[config.mk]
export PLATFORM = sky130hd
export DESIGN_NAME = if_stage
export DESIGN_NICKNAME = d
export VERILOG_FILES = /design/src/rtl/if_stage.sv
export SDC_FILE = /design/constraint.sdc
export NUM_CORES = 1
export LEC_CHECK = 0
export CAP_MARGIN = 30
export CORE_MARGIN = 2
export CORE_UTILIZATION = 40
export DETAILED_ROUTE_END_ITERATION = 10
export GPL_ROUTABILITY_DRIVEN = 1
export HOLD_SLACK_MARGIN = 0.15
export PLACE_DENSITY_LB_ADDON = 0.3
export SETUP_SLACK_MARGIN = 0.1
export SLEW_MARGIN = 20
export SYNTH_ARGS = -nofsm -noshare
export SYNTH_HDL_FRONTEND = slang
export SYNTH_SLANG_ARGS = --single-unit
[constraint.sdc]
create_clock -name clk_i -period 4.8 [get_ports clk_i]
set_clock_uncertainty 0.2 [all_clocks]
set_input_delay 0.96 -clock clk_i [delete_from_list [all_inputs] [get_ports clk_i]]
set_output_delay 0.96 -clock clk_i [all_outputs]
set_load 0.01 [all_outputs]
[src/rtl/if_stage.sv]
// Instruction-fetch stage with IF/ID register: single outstanding imem fetch, stall/flush/redirect.
// Optional misaligned-redirect trap enabled by defining IF_MISALIGN_TRAP_EN.
module if_stage #(
  parameter logic [31:0] RESET_PC = 32'h0000_0000,
  parameter logic [31:0] NOP_INST = 32'h0000_0013
) (
  input  logic        clk_i,
  input  logic        reset_i,
  input  logic        stall_i,
  input  logic        flush_i,
  input  logic        redirect_i,
  input  logic [31:0] redirect_pc_i,
  output logic        imem_req_o,
  output logic [31:0] imem_addr_o,
  input  logic        imem_rvalid_i,
  input  logic [31:0] imem_rdata_i,
  output logic [31:0] inst_o,
  output logic [31:0] pc_o,
  output logic [31:0] pc_plus4_o,
  output logic        valid_o,
  output logic        misalign_o
);

`ifdef IF_MISALIGN_TRAP_EN
  typedef enum logic [2:0] {S_IDLE, S_WAIT, S_HOLD, S_KILL, S_TRAP, S_STOP} state_t;
`else
  typedef enum logic [1:0] {S_IDLE, S_WAIT, S_HOLD, S_KILL} state_t;
`endif

  state_t      r_state;
  state_t      w_state_n;
  logic [31:0] r_pc;
  logic [31:0] r_buf;
  logic [31:0] r_inst;
  logic [31:0] r_pc_o;
  logic        r_valid;
  logic        r_misal;
  logic [31:0] w_redir_pc;
  logic        w_misal;
  logic        w_deliver;
  logic        w_trap_emit;
  logic [31:0] w_deliv_inst;

`ifdef IF_MISALIGN_TRAP_EN
  assign w_redir_pc  = redirect_pc_i;
  assign w_misal     = |redirect_pc_i[1:0];
  assign w_trap_emit = (r_state == S_TRAP) & ~stall_i & ~flush_i & ~redirect_i;
`else
  assign w_redir_pc  = redirect_pc_i & 32'hFFFF_FFFC;
  assign w_misal     = 1'b0;
  assign w_trap_emit = 1'b0;
`endif

  // A word reaches IF/ID either straight from memory or from the stall buffer.
  assign w_deliver    = ~stall_i & ~redirect_i &
                        (((r_state == S_WAIT) & imem_rvalid_i) | (r_state == S_HOLD));
  assign w_deliv_inst = (r_state == S_HOLD) ? r_buf : imem_rdata_i;

  assign imem_req_o  = (r_state == S_IDLE) & ~redirect_i & ~reset_i;
  assign imem_addr_o = r_pc;
  assign inst_o      = r_inst;
  assign pc_o        = r_pc_o;
  assign pc_plus4_o  = r_pc_o + 32'd4;
  assign valid_o     = r_valid;
  assign misalign_o  = r_misal;

  always_comb begin
    w_state_n = r_state;
    case (r_state)
      S_IDLE:  w_state_n = S_WAIT;
      S_WAIT:  if (imem_rvalid_i) w_state_n = stall_i ? S_HOLD : S_IDLE;
      S_HOLD:  if (!stall_i) w_state_n = S_IDLE;
      S_KILL:  if (imem_rvalid_i) w_state_n = S_IDLE;
`ifdef IF_MISALIGN_TRAP_EN
      S_TRAP:  if (w_trap_emit) w_state_n = S_STOP;
`endif
      default: w_state_n = r_state;
    endcase
    // An unanswered fetch must be absorbed in KILL so its late response is not taken as new data.
    if (redirect_i) begin
      if (((r_state == S_WAIT) || (r_state == S_KILL)) && !imem_rvalid_i)
        w_state_n = S_KILL;
      else
        w_state_n = S_IDLE;
`ifdef IF_MISALIGN_TRAP_EN
      if (w_misal) w_state_n = S_TRAP;
`endif
    end
  end

  always_ff @(posedge clk_i or posedge reset_i) begin
    if (reset_i) begin
      r_state <= S_IDLE;
      r_pc    <= RESET_PC;
      r_buf   <= '0;
    end else begin
      r_state <= w_state_n;
      if (redirect_i)
        r_pc <= w_redir_pc;
      else if (w_deliver)
        r_pc <= r_pc + 32'd4;
      if ((r_state == S_WAIT) && imem_rvalid_i && stall_i && !redirect_i)
        r_buf <= imem_rdata_i;
    end
  end

  // IF/ID register: kill beats hold, hold beats load; an idle cycle inserts a bubble.
  always_ff @(posedge clk_i or posedge reset_i) begin
    if (reset_i) begin
      r_inst  <= NOP_INST;
      r_pc_o  <= '0;
      r_valid <= 1'b0;
      r_misal <= 1'b0;
    end else if (redirect_i || flush_i) begin
      r_inst  <= NOP_INST;
      r_valid <= 1'b0;
      r_misal <= 1'b0;
    end else if (!stall_i) begin
      if (w_deliver) begin
        r_inst  <= w_deliv_inst;
        r_pc_o  <= r_pc;
        r_valid <= 1'b1;
        r_misal <= 1'b0;
      end else if (w_trap_emit) begin
        r_inst  <= NOP_INST;
        r_pc_o  <= r_pc;
        r_valid <= 1'b1;
        r_misal <= w_misal | 1'b1;
      end else begin
        r_inst  <= NOP_INST;
        r_valid <= 1'b0;
        r_misal <= 1'b0;
      end
    end
  end

endmodule

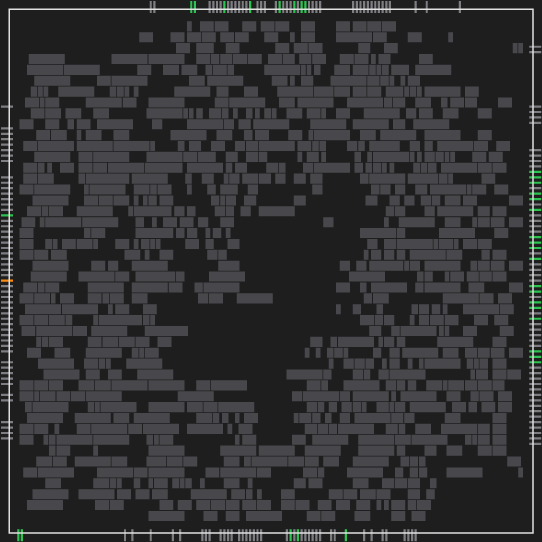
*I/O pins on the die edge, run 1*
Scale: 4 px per um. Pins as bars across the die edge, other pins in gray.
reset_i: in orange, pins 1, direction input, edge left. redirect_pc_i: in green, pins 32, direction input, edge 18 right, 8 top, 5 bottom, 1 left.
Die Height: 131 um
IO buf count: 191
width of the die: 131 um

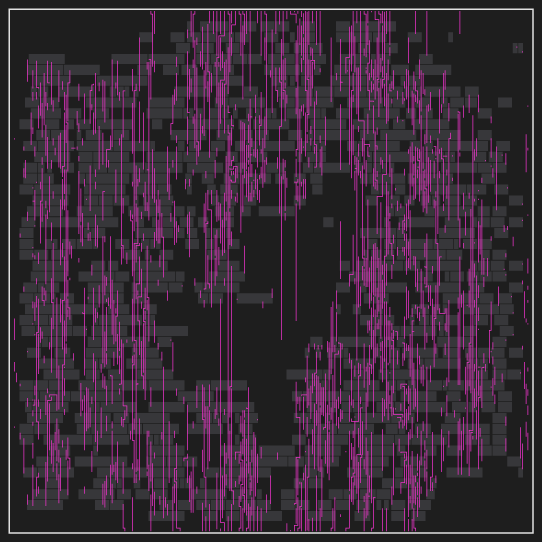
*Met2 routing, run 1*
Scale: 4 px per um. Cells faint in the background.
The longest straight run is 80.6 um. The layer holds 48% of the routed length. 750 nets have wire on it.
overall routed net length: 17,100 um
global-route track usage on met2: 33.3%
vias post-DR: 5,316

==> results_tabular.tex, run 1 <==
% Auto-generated results table
\begin{tabular}{lr}
\hline
Metric & Value \\
\hline
\multicolumn{2}{l}{\textbf{Layout}} \\
\quad Clock-cell share of area & 6.71\% \\
\quad Flop share of the area & 34.7\% \\
\quad Final Instance Area & 0.00918 mm\^{}2 \\
\quad Most frequent logic cells in the routed design & sky130\_fd\_sc\_hd\_\_clkdlybuf4s50\_1, sky130\_fd\_sc\_hd\_\_dfrtp\_1, sky130\_fd\_sc\_hd\_\_nand2\_1, sky130\_fd\_sc\_hd\_\_mux2\_2, sky130\_fd\_sc\_hd\_\_o21ai\_0 \\
\quad Comb/total area & 32.8\% \\
\quad N\_diodes & 0 \\
\quad Number of nets at the end of the flow & 857 \\
\quad Inverter tally of the final layout excluding the clock network & 12 \\
\quad Flop count & 127 \\
\quad Top class by area & sequential cells \\
\quad Tally of filler cells in the layout & 1,318 \\
\quad FF/Latch Area & 0.00318 mm\^{}2 \\
\quad Most frequent logic cell in the layout & sky130\_fd\_sc\_hd\_\_clkdlybuf4s50\_1 \\
\quad Fraction of layout cells with a size suffix above 1 & 16.5\% \\
\quad Buffer share of cell area & 22.4\% \\
\quad Number of multi-input logic gates & 421 \\
\quad Final-layout clock buffer total & 20 \\
\quad Area growth from synthesis to final layout & 43.2\% \\
\quad Buffers, non-clock & 206 \\
\quad Footprint of the multi-input gates & 0.00301 mm\^{}2 \\
\quad Non-filler cells in the finished layout & 1,014 \\
\multicolumn{2}{l}{\textbf{Pwr}} \\
\quad Final Total Pwr & 4.45 mW \\
\quad Switching power total & 1.33 mW \\
\quad Share of power burned in the clock network & 29.9\% \\
\quad Pwr/cell area & 485 mW/mm\^{}2 \\
\quad Fraction of power consumed by sequential logic & 37.9\% \\
\quad Power in the clock group & 1.33 mW \\
\quad Top Consumer & sequential cells \\
\quad Leakage dissipation & 3.71 nW \\
\quad Gate power share & 32.2\% \\
\quad Int Pwr & 3.12 mW \\
\quad Switching power share of the total & 30.0\% \\
\quad Worst supply voltage drop on vdd & 0.221 mV \\
\quad Combinational power & 1.43 mW \\
\quad Flop+latch power & 1.69 mW \\
\multicolumn{2}{l}{\textbf{Final timing}} \\
\quad Number of failing setup endpoints in the final timing report & 0 \\
\quad Setup Total Neg Slack & 0 ns \\
\quad RSZ-0062 raised after global routing & false \\
\quad Final min period & 3.83 ns \\
\quad Slew HR & 59.3\% \\
\quad Final Hold Fails & 0 \\
\quad Pin slew with the least headroom to its limit & 0.611 ns \\
\quad Share of the clock period used by the worst path after layout & 79.8\% \\
\quad Number of max-slew violations in the final report & 0 \\
\quad Minimum setup slack in the final design & 0.969 ns \\
\quad Worst-case hold slack & 0.276 ns \\
\quad Peak clock frequency supported by timing & 261 MHz \\
\multicolumn{2}{l}{\textbf{Clock tree}} \\
\quad Post-cts hold-fix buffer tally & 0 \\
\quad Setup fix buffers added after clock tree synthesis & 0 \\
\quad Inserted Clock Buffers & 17 \\
\quad Sink count of the clock tree & 127 \\
\quad Clock tree root buffer cell & sky130\_fd\_sc\_hd\_\_clkbuf\_16 \\
\quad TritonCTS clock tree & built \\
\quad Resize count post-CTS & 0 \\
\quad Buffer levels on the longest clock path & 2 \\
\quad Deepest level of the CTS H-tree & 4 \\
\multicolumn{2}{l}{\textbf{Synthesis}} \\
\quad Multiplexer area fraction after synthesis & 15.6\% \\
\quad \#FFs+latches synth & 127 \\
\quad Xor and xnor fraction of the mapped netlist area & 4.92\% \\
\quad Fraction of registers with async set or reset after synthesis & 100\% \\
\quad Sequential-to-total area share from yosys stat & 49.7\% \\
\quad Chip area in the Yosys report & 0.00641 mm\^{}2 \\
\quad Largest non-sequential cell family by area & simple AND/OR/NAND/NOR gates \\
\quad Area of the mapped netlist & 0.00641 mm\^{}2 \\
\quad Post-Syn Instances & 592 \\
\quad Flip-flops with a built-in enable & 0 \\
\quad Total of warnings raised by yosys & 0 \\
\quad Synth Area in Compound Gates & 9.35\% \\
\quad Fraction of the mapped netlist area in simple logic gates & 16.1\% \\
\quad Synth Area per Inst & 10.8 um\^{}2 \\
\quad Biggest area consumer among synthesized cells & sky130\_fd\_sc\_hd\_\_dfrtp\_1 \\
\quad Predominant post-synthesis flop cell & sky130\_fd\_sc\_hd\_\_dfrtp\_1 \\
\quad Tally of unique sky130hd cells used after synthesis & 57 \\
\quad Leading post-synthesis cells by instance count & sky130\_fd\_sc\_hd\_\_dfrtp\_1, sky130\_fd\_sc\_hd\_\_mux2\_2, sky130\_fd\_sc\_hd\_\_nand2\_1 \\
\quad Most common cell in the synthesized netlist & sky130\_fd\_sc\_hd\_\_dfrtp\_1 \\
\quad Dominant cells by area after synthesis & sky130\_fd\_sc\_hd\_\_dfrtp\_1, sky130\_fd\_sc\_hd\_\_mux2\_2, sky130\_fd\_sc\_hd\_\_mux2i\_1 \\
\quad Total cells reported by yosys after synthesis & 592 \\
\multicolumn{2}{l}{\textbf{Critical path}} \\
\quad Worst setup path class & reg -> out \\
\quad Register-to-register setup slack & 2.22 ns \\
\quad Worst-path cell with the longest stage delay & sky130\_fd\_sc\_hd\_\_clkdlybuf4s50\_1 \\
\quad End point of the critical path & pc\_plus4\_o[30] \\
\quad Cell mode on critical path & sky130\_fd\_sc\_hd\_\_nand3\_1 \\
\quad Source of the critical timing path & pc\_o[2] \\
\quad Arrival time at the worst endpoint & 2.67 ns \\
\quad Worst reg2reg endpoint & imem\_addr\_o[17] \\
\quad Worst R2R Path Depth & 5 \\
\quad Setup crit start kind & register \\
\quad Top Family by Delay on Critical Path & buffers and inverters \\
\quad Critical path cell sequence & ha\_1, nand3\_1, nor4\_2, buf\_4, nand3\_1, xnor2\_1, clkdlybuf4s50\_1 \\
\quad Cell depth of the worst setup path & 7 \\
\quad Required @ worst endpoint & 3.64 ns \\
\quad Critical-path maximum fanout & 8 \\
\quad Largest stage delay on the critical path & 0.57 ns \\
\multicolumn{2}{l}{\textbf{Min path}} \\
\quad Classification of the worst-slack hold path & reg -> reg \\
\multicolumn{2}{l}{\textbf{Place}} \\
\quad DP Area & 0.00856 mm\^{}2 \\
\quad Routability congestion estimate from global placement & 0.770 \\
\quad Dpl cells & 982 \\
\multicolumn{2}{l}{\textbf{Flow run}} \\
\quad Reported max-cap violation count & 0 \\
\quad Stage-log warning count & 28 \\
\multicolumn{2}{l}{\textbf{GRT}} \\
\quad Initial antenna violation count & 0 \\
\quad Via count of the first global-routing pass & 5,303 \\
\quad Residual overflow from global routing & 0 \\
\quad Maximum number of pins on one net before global-route repair & 50 \\
\multicolumn{2}{l}{\textbf{Floorplanning}} \\
\quad Placeable core area & 0.0158 mm\^{}2 \\
\quad Tap cell count & 216 \\
\quad Number of cell rows & 46 \\
\quad Die Area & 0.0170 mm\^{}2 \\
\quad Initial Util & 40.6\% \\
\multicolumn{2}{l}{\textbf{Status}} \\
\quad Status & finished clean \\
\multicolumn{2}{l}{\textbf{Route}} \\
\quad Post-DR vias/cell & 5.24 \\
\quad Antenna Nets Post-Route & 0 \\
\quad Initial detailed-routing violation count & 294 \\
\quad First-pass iteration count of the detailed router & 6 \\
\hline
\end{tabular}
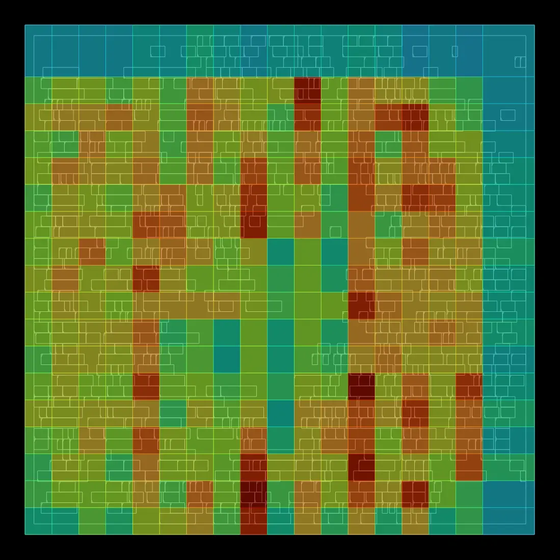
*Routing congestion map, run 1*
final core area utilization: 58.2%
met3 global-route usage: 6.68%

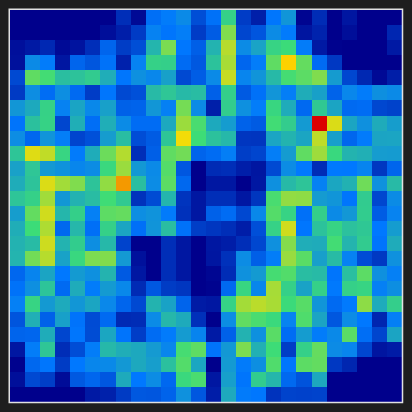
*Signal metal coverage by tile, run 1*
Scale: 3 px per um. The die is cut into 26 by 26 equal tiles; dark blue is low, red is high, scaled to the fullest tile. Values are wire area over tile area, all layers added.
9.5% of the tiles are nearly empty. The emptiest ninth of the die: middle. The mean over all tiles is 0.16. The fullest tile reaches 0.58.
drt wl/cell: 16.8 um
total routing usage reported by global routing: 20.4%

## run 1: registers in the layout (all words and copies together) (netlist names)
register	cells
imem_addr_o	30
r_state	2
inst_o	32
valid_o	1
r_buf	32
pc_o	30
## run 1: per-layer routing
layer / track usage, % / vias to the layer above / wire length, um
met5: 0 / - / 0
met4: 7.88 / 0 / 299
met3: 6.68 / 25 / 1420
met2: 33.3 / 186 / 8140
met1: 25.3 / 2581 / 7210
li1: - / 2524 / -
## run 1: worst min-delay path by stage
stage,from,to,slack (ns),cells past startpoint
final,inst_o[15],inst_o[15],0.28,2
after global routing,inst_o[27],inst_o[27],0.31,2
after CTS,inst_o[25],inst_o[25],0.28,2
after detailed placement,inst_o[25],inst_o[25],0.27,2
after global placement,inst_o[15],inst_o[15],0.26,2
after floorplan,r_buf[0],inst_o[0],0.28,2
==> run 2: changes to the inputs <==
clock period = 3.1 ns   (was 4.8 ns; I/O delays follow)
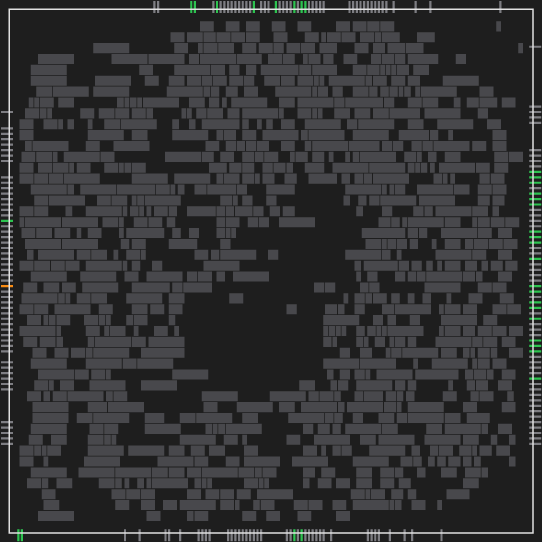
*I/O pins on the die edge, run 2*
Scale: 4 px per um. Pins as bars across the die edge, other pins in gray.
redirect_pc_i: in green, pins 32, direction input, edge 19 right, 8 top, 4 bottom, 1 left. reset_i: in orange, pins 1, direction input, edge left.
All pins by edge: 60 right, 52 left, 48 top, 41 bottom.

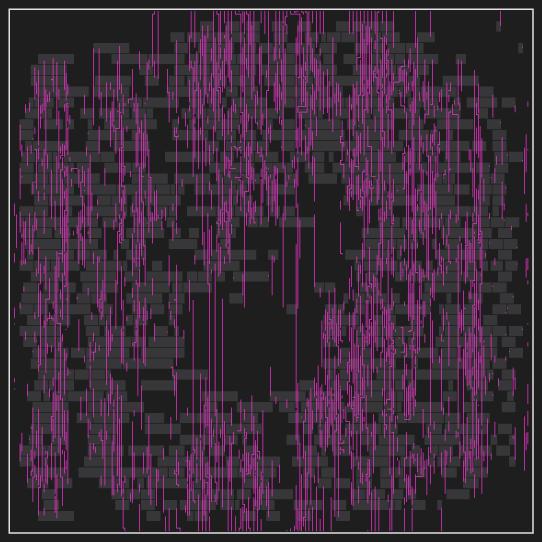
*Met2 routing, run 2*
Scale: 4 px per um. Cells faint in the background.
The wires run mostly vertical. The layer holds 49% of the routed length. 793 nets have wire on it. The layer carries 8,930 um of wire. The longest straight run is 52.0 um.
global-route track usage on met2: 35.4%
overall routed net length: 18,200 um
vias post-DR: 5,532

==> results_tabular.tex, run 2 <==
% Auto-generated results table
\begin{tabular}{lr}
\hline
Metric & Value \\
\hline
\multicolumn{2}{l}{\textbf{Flow run}} \\
\quad Stage-log warning count & 30 \\
\quad Reported max-cap violation count & 0 \\
\multicolumn{2}{l}{\textbf{Layout}} \\
\quad Tally of filler cells in the layout & 1,309 \\
\quad Number of multi-input logic gates & 421 \\
\quad Area growth from synthesis to final layout & 48.9\% \\
\quad Most frequent logic cell in the layout & sky130\_fd\_sc\_hd\_\_clkdlybuf4s50\_1 \\
\quad Buffer share of cell area & 24.3\% \\
\quad Flop count & 127 \\
\quad Inverter tally of the final layout excluding the clock network & 12 \\
\quad Comb/total area & 32.4\% \\
\quad Most frequent logic cells in the routed design & sky130\_fd\_sc\_hd\_\_clkdlybuf4s50\_1, sky130\_fd\_sc\_hd\_\_dfrtp\_1, sky130\_fd\_sc\_hd\_\_nand2\_1, sky130\_fd\_sc\_hd\_\_mux2\_2, sky130\_fd\_sc\_hd\_\_o21ai\_0 \\
\quad Buffers, non-clock & 238 \\
\quad N\_diodes & 0 \\
\quad Flop share of the area & 33.4\% \\
\quad FF/Latch Area & 0.00319 mm\^{}2 \\
\quad Fraction of layout cells with a size suffix above 1 & 22.5\% \\
\quad Final Instance Area & 0.00954 mm\^{}2 \\
\quad Top class by area & sequential cells \\
\quad Final-layout clock buffer total & 22 \\
\quad Footprint of the multi-input gates & 0.00309 mm\^{}2 \\
\quad Clock-cell share of area & 6.48\% \\
\multicolumn{2}{l}{\textbf{Synthesis}} \\
\quad Dominant cells by area after synthesis & sky130\_fd\_sc\_hd\_\_dfrtp\_1, sky130\_fd\_sc\_hd\_\_mux2\_2, sky130\_fd\_sc\_hd\_\_mux2i\_1 \\
\quad Adder and majority cell fraction of the synthesized area & 0.391\% \\
\quad \#FFs+latches synth & 127 \\
\quad Total of warnings raised by yosys & 0 \\
\quad Synth Area in Compound Gates & 9.35\% \\
\quad Multiplexer area fraction after synthesis & 15.6\% \\
\quad Largest non-sequential cell family by area & simple AND/OR/NAND/NOR gates \\
\quad Tally of unique sky130hd cells used after synthesis & 57 \\
\quad Total cells reported by yosys after synthesis & 592 \\
\quad Leading post-synthesis cells by instance count & sky130\_fd\_sc\_hd\_\_dfrtp\_1, sky130\_fd\_sc\_hd\_\_mux2\_2, sky130\_fd\_sc\_hd\_\_nand2\_1 \\
\quad Fraction of registers with async set or reset after synthesis & 100\% \\
\quad Portion of synthesized cell area occupied by the leading cell type & 48.4\% \\
\quad Xor and xnor fraction of the mapped netlist area & 4.92\% \\
\quad Predominant post-synthesis flop cell & sky130\_fd\_sc\_hd\_\_dfrtp\_1 \\
\quad Fraction of the mapped netlist area in simple logic gates & 16.1\% \\
\quad Synth Area per Inst & 10.8 um\^{}2 \\
\quad Biggest area consumer among synthesized cells & sky130\_fd\_sc\_hd\_\_dfrtp\_1 \\
\quad Flip-flops with a built-in enable & 0 \\
\quad Post-Syn Instances & 592 \\
\quad Area of the mapped netlist & 0.00641 mm\^{}2 \\
\quad Most common cell in the synthesized netlist & sky130\_fd\_sc\_hd\_\_dfrtp\_1 \\
\quad Sequential-to-total area share from yosys stat & 49.7\% \\
\multicolumn{2}{l}{\textbf{Floorplanning}} \\
\quad Initial Util & 40.6\% \\
\quad Width of the die & 131 um \\
\quad Die Area & 0.0170 mm\^{}2 \\
\quad Die Height & 131 um \\
\quad Placeable core area & 0.0158 mm\^{}2 \\
\quad Tap cell count & 216 \\
\quad Number of cell rows & 46 \\
\multicolumn{2}{l}{\textbf{Pwr}} \\
\quad Combinational power & 2.38 mW \\
\quad Top Consumer & sequential cells \\
\quad Int Pwr & 4.91 mW \\
\quad Switching power share of the total & 30.4\% \\
\quad Share of power burned in the clock network & 29.5\% \\
\quad Power in the clock group & 2.08 mW \\
\quad Fraction of power consumed by sequential logic & 36.8\% \\
\quad Leakage dissipation & 4.01 nW \\
\quad Switching power total & 2.15 mW \\
\quad Flop+latch power & 2.60 mW \\
\quad Pwr/cell area & 740 mW/mm\^{}2 \\
\multicolumn{2}{l}{\textbf{GRT}} \\
\quad Maximum number of pins on one net before global-route repair & 70 \\
\quad Total routing usage reported by global routing & 21.3\% \\
\quad Residual overflow from global routing & 0 \\
\quad Initial antenna violation count & 0 \\
\quad Met3 global-route usage & 7.33\% \\
\quad Via count of the first global-routing pass & 5,502 \\
\quad Most congested layer reported by global routing & met2 \\
\multicolumn{2}{l}{\textbf{Clock tree}} \\
\quad Sink count of the clock tree & 127 \\
\quad Deepest level of the CTS H-tree & 4 \\
\quad Post-cts hold-fix buffer tally & 0 \\
\quad Clock tree root buffer cell & sky130\_fd\_sc\_hd\_\_clkbuf\_16 \\
\quad TritonCTS clock tree & built \\
\quad Buffer levels on the longest clock path & 2 \\
\quad Setup fix buffers added after clock tree synthesis & 18 \\
\quad Resize count post-CTS & 32 \\
\quad Inserted Clock Buffers & 17 \\
\multicolumn{2}{l}{\textbf{Place}} \\
\quad Routability congestion estimate from global placement & 0.849 \\
\quad IO buf count & 191 \\
\quad DP Area & 0.00866 mm\^{}2 \\
\multicolumn{2}{l}{\textbf{Critical path}} \\
\quad Critical path cell sequence & buf\_6, nand4\_1, buf\_4, nor4\_4, buf\_6, buf\_6, nand4\_1, xnor2\_1, buf\_2 \\
\quad Top Family by Delay on Critical Path & buffers and inverters \\
\quad Cell mode on critical path & sky130\_fd\_sc\_hd\_\_buf\_6 \\
\quad Worst reg2reg endpoint & imem\_addr\_o[30] \\
\quad Worst setup path class & reg -> out \\
\quad Worst-path cell with the longest stage delay & sky130\_fd\_sc\_hd\_\_dfrtp\_1 \\
\quad End point of the critical path & pc\_plus4\_o[29] \\
\quad Required @ worst endpoint & 2.28 ns \\
\quad Worst R2R Path Depth & 4 \\
\quad Source of the critical timing path & pc\_o[3] \\
\quad Setup crit start kind & register \\
\quad Critical-path maximum fanout & 6 \\
\quad Largest stage delay on the critical path & 0.40 ns \\
\quad Cell depth of the worst setup path & 9 \\
\multicolumn{2}{l}{\textbf{Route}} \\
\quad First-pass iteration count of the detailed router & 5 \\
\quad Antenna Nets Post-Route & 0 \\
\quad Routed met3 length & 1460 um \\
\quad Initial detailed-routing violation count & 424 \\
\quad Routed wl met2 & 8930 um \\
\quad Drt wl/cell & 17.4 um \\
\quad Highest metal layer with signal wires & met4 \\
\multicolumn{2}{l}{\textbf{Min path}} \\
\quad Hold path depth & 2 \\
\quad Classification of the worst-slack hold path & reg -> reg \\
\multicolumn{2}{l}{\textbf{Final timing}} \\
\quad Pin slew with the least headroom to its limit & 0.545 ns \\
\quad Final min period & 2.95 ns \\
\quad Worst-case hold slack & 0.293 ns \\
\quad Number of max-slew violations in the final report & 0 \\
\quad Slew HR & 62.7\% \\
\quad Number of failing setup endpoints in the final timing report & 0 \\
\quad Share of the clock period used by the worst path after layout & 95.2\% \\
\quad Final Hold Fails & 0 \\
\multicolumn{2}{l}{\textbf{Status}} \\
\quad Status & finished clean \\
\hline
\end{tabular}
## run 2: cell types whose count changed in the layout (fill, tap and decap cells not counted), moves of 6 or more
cell,change
sky130_fd_sc_hd__clkdlybuf4s50_1,-22
sky130_fd_sc_hd__buf_4,+20
sky130_fd_sc_hd__buf_6,+8
sky130_fd_sc_hd__buf_12,+6
sky130_fd_sc_hd__buf_2,+6
sky130_fd_sc_hd__clkbuf_2,+6
sky130_fd_sc_hd__dlymetal6s2s_1,+6
## run 2: metrics by stage
stage	setup WS, ns	TNS (ns)	power [mW]
floorplan	0.431	0	3.62
global placement	0.127	0	4.81
detailed placement	0.0981	0	4.91
CTS	0.0173	0	7.05
global route	-0.0229	-0.0229	7.44
finish	0.148	0	7.06
==> run 3: changes to the inputs <==
--- a/config.mk
+++ b/config.mk
@@ -14,2 +14,3 @@
 export PLACE_DENSITY_LB_ADDON = 0.3
+export RECOVER_POWER = 25
 export SETUP_SLACK_MARGIN = 0.1
--- a/constraint.sdc
+++ b/constraint.sdc
@@ -4,2 +4,2 @@
 set_output_delay 0.62 -clock clk_i [all_outputs]
-set_load 0.01 [all_outputs]
+set_load 0.005 [all_outputs]
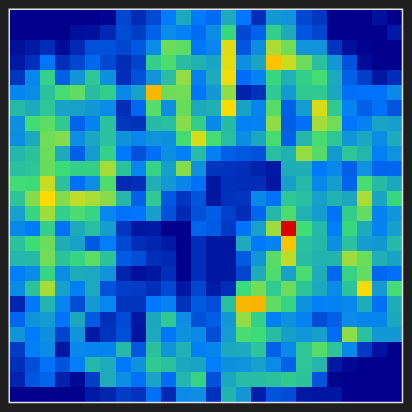
*Signal metal coverage by tile, run 3*
Scale: 3 px per um. The die is cut into 26 by 26 equal tiles; dark blue is low, red is high, scaled to the fullest tile. Values are wire area over tile area, all layers added.
13% of the tiles are over half the peak. The fullest tile reaches 0.58. 7.2% of the tiles are nearly empty. The mean over all tiles is 0.17.
drt wl/cell: 17.3 um
vias post-DR: 5,472

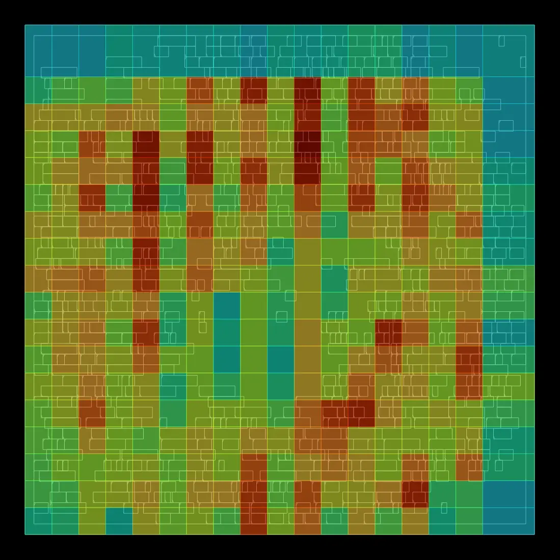
*Routing congestion map, run 3*
fraction of met1 tracks used by global routing: 25.2%
met3 global-route usage: 8.14%
total routing usage reported by global routing: 21.3%

==> results_tabular.tex, run 3 <==
% Auto-generated results table
\begin{tabular}{lr}
\hline
Metric & Value \\
\hline
\multicolumn{2}{l}{\textbf{GRT}} \\
\quad Initial antenna violation count & 1 \\
\quad Global-route track usage on met2 & 35.4\% \\
\quad Maximum number of pins on one net before global-route repair & 57 \\
\quad Most congested layer reported by global routing & met2 \\
\multicolumn{2}{l}{\textbf{Status}} \\
\quad Status & finished with violations \\
\quad Failing checks & max-capacitance violations, max-slew violations \\
\multicolumn{2}{l}{\textbf{Floorplanning}} \\
\quad Width of the die & 131 um \\
\quad Placeable core area & 0.0158 mm\^{}2 \\
\quad Die Height & 131 um \\
\quad Number of cell rows & 46 \\
\quad Die Area & 0.0170 mm\^{}2 \\
\multicolumn{2}{l}{\textbf{Synthesis}} \\
\quad Biggest area consumer among synthesized cells & sky130\_fd\_sc\_hd\_\_dfrtp\_1 \\
\quad Synth Area in Compound Gates & 9.35\% \\
\quad Xor and xnor fraction of the mapped netlist area & 4.92\% \\
\quad \#FFs+latches synth & 127 \\
\quad Total cells reported by yosys after synthesis & 592 \\
\quad Adder and majority cell fraction of the synthesized area & 0.391\% \\
\quad Portion of synthesized cell area occupied by the leading cell type & 48.4\% \\
\quad Largest non-sequential cell family by area & simple AND/OR/NAND/NOR gates \\
\quad Flip-flops with a built-in enable & 0 \\
\quad Leading post-synthesis cells by instance count & sky130\_fd\_sc\_hd\_\_dfrtp\_1, sky130\_fd\_sc\_hd\_\_mux2\_2, sky130\_fd\_sc\_hd\_\_nand2\_1 \\
\quad Dominant cells by area after synthesis & sky130\_fd\_sc\_hd\_\_dfrtp\_1, sky130\_fd\_sc\_hd\_\_mux2\_2, sky130\_fd\_sc\_hd\_\_mux2i\_1 \\
\quad Most common cell in the synthesized netlist & sky130\_fd\_sc\_hd\_\_dfrtp\_1 \\
\quad Fraction of the mapped netlist area in simple logic gates & 16.1\% \\
\quad Total of warnings raised by yosys & 0 \\
\multicolumn{2}{l}{\textbf{Route}} \\
\quad Post-DR vias/cell & 5.23 \\
\quad Routed met3 length & 1450 um \\
\quad Antenna Nets Post-Route & 0 \\
\quad Overall routed net length & 18,100 um \\
\quad Initial detailed-routing violation count & 399 \\
\quad First-pass iteration count of the detailed router & 4 \\
\multicolumn{2}{l}{\textbf{Critical path}} \\
\quad Source of the critical timing path & pc\_o[9] \\
\quad Setup crit start kind & register \\
\quad Critical-path maximum fanout & 4 \\
\quad Top Family by Delay on Critical Path & simple AND/OR/NAND/NOR gates \\
\quad Arrival time at the worst endpoint & 2.21 ns \\
\quad Worst-path cell with the longest stage delay & sky130\_fd\_sc\_hd\_\_dfrtp\_2 \\
\quad Critical path cell sequence & nand4\_1, nor4\_2, buf\_4, buf\_12, buf\_6, buf\_6, nand4\_1, xnor2\_1, buf\_2 \\
\multicolumn{2}{l}{\textbf{Layout}} \\
\quad Final core area utilization & 60.4\% \\
\quad Flop share of the area & 33.5\% \\
\quad Buffers, non-clock & 237 \\
\quad Top class by area & sequential cells \\
\quad Comb/total area & 32.4\% \\
\quad N\_diodes & 1 \\
\quad Most frequent logic cells in the routed design & sky130\_fd\_sc\_hd\_\_clkdlybuf4s50\_1, sky130\_fd\_sc\_hd\_\_dfrtp\_1, sky130\_fd\_sc\_hd\_\_nand2\_1, sky130\_fd\_sc\_hd\_\_mux2\_2, sky130\_fd\_sc\_hd\_\_o21ai\_0 \\
\quad Number of nets at the end of the flow & 888 \\
\quad Number of multi-input logic gates & 421 \\
\quad Fraction of layout cells with a size suffix above 1 & 22.4\% \\
\quad FF/Latch Area & 0.00319 mm\^{}2 \\
\quad Final-layout clock buffer total & 19 \\
\quad Tally of filler cells in the layout & 1,338 \\
\quad Footprint of the multi-input gates & 0.00308 mm\^{}2 \\
\quad Final Instance Area & 0.00953 mm\^{}2 \\
\quad Area growth from synthesis to final layout & 48.7\% \\
\multicolumn{2}{l}{\textbf{Clock tree}} \\
\quad Sink count of the clock tree & 127 \\
\quad TritonCTS clock tree & built \\
\quad Clock tree root buffer cell & sky130\_fd\_sc\_hd\_\_clkbuf\_16 \\
\quad Inserted Clock Buffers & 17 \\
\quad Deepest level of the CTS H-tree & 4 \\
\multicolumn{2}{l}{\textbf{Final timing}} \\
\quad Number of max-slew violations in the final report & 32 \\
\quad Final Hold Fails & 0 \\
\quad Worst-case hold slack & 0.280 ns \\
\quad Setup Total Neg Slack & 0 ns \\
\quad Final min period & 3.03 ns \\
\multicolumn{2}{l}{\textbf{Pwr}} \\
\quad Flop+latch power & 2.57 mW \\
\quad Gate power share & 32.1\% \\
\quad Power in the clock group & 2.13 mW \\
\quad Pwr/cell area & 726 mW/mm\^{}2 \\
\quad Int Pwr & 4.95 mW \\
\quad Worst supply voltage drop on vdd & 0.422 mV \\
\quad Switching power share of the total & 28.4\% \\
\quad Share of power burned in the clock network & 30.8\% \\
\quad Leakage dissipation & 3.98 nW \\
\multicolumn{2}{l}{\textbf{Flow run}} \\
\quad Reported max-cap violation count & 1 \\
\quad Stage-log warning count & 30 \\
\multicolumn{2}{l}{\textbf{Place}} \\
\quad DP Area & 0.00868 mm\^{}2 \\
\quad Worst slack after detailed placement & 0.115 ns \\
\quad Routability congestion estimate from global placement & 0.837 \\
\quad Dpl cells & 989 \\
\hline
\end{tabular}
[run 3: cell counts after synthesis]
Identical to the previous run, type by type.
[run 3: worst min path at each step]
| stage | end | cells after the start | slack [ns] | startpoint |
|---|---|---|---|---|
| 3_5_place_dp | inst_o[29] | 2 | 0.27 | inst_o[29] |
| 2_1_floorplan | valid_o | 2 | 0.27 | valid_o |
| 6_report | inst_o[29] | 2 | 0.28 | inst_o[29] |
| 3_3_place_gp | inst_o[15] | 2 | 0.26 | inst_o[15] |
| 5_1_grt | r_buf[23] | 1 | 0.32 | r_buf[23] |
| 4_1_cts | inst_o[29] | 2 | 0.28 | inst_o[29] |
[run 3: timing repair]
action | in CTS | in global routing
gates resized | 25 | 41
endpoints found under the setup margin | 24 | 19
hold buffers | 0 | 0
setup buffers | 21 | 4
pin swaps | 6 | 14

==> layout pictures side by side <==
Signal wires on met3.
Scale: 4 px per um. Cells faint in the background.
Plate I
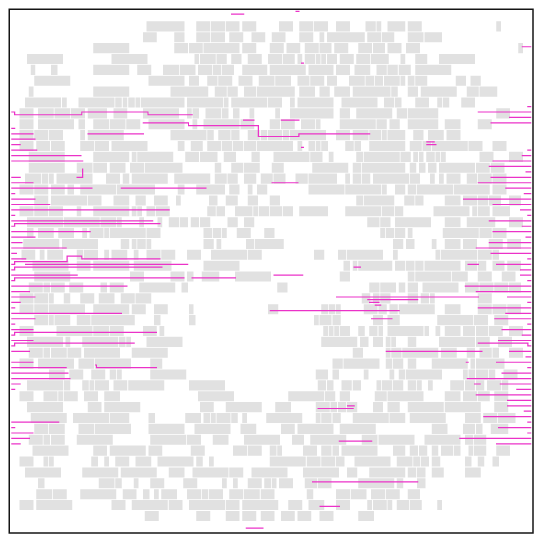
Plate II
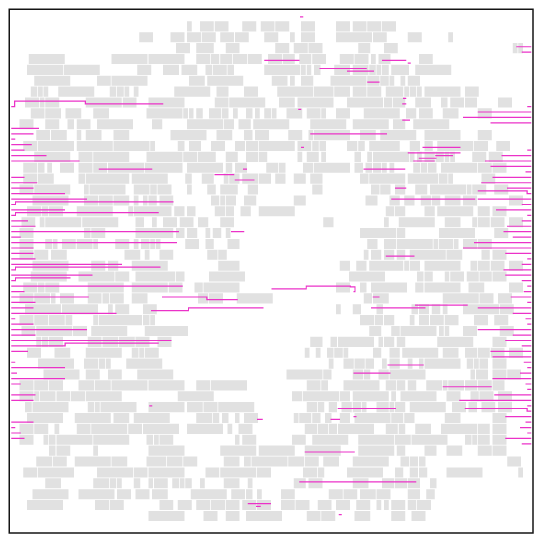
For run 1, see Plate II.
For run 3, see Plate I.

Key to Plate I:
The wires run mostly horizontal. The layer holds 8.0% of the routed length. 135 nets have wire on it.

Power and IR drop assume default switching activity.
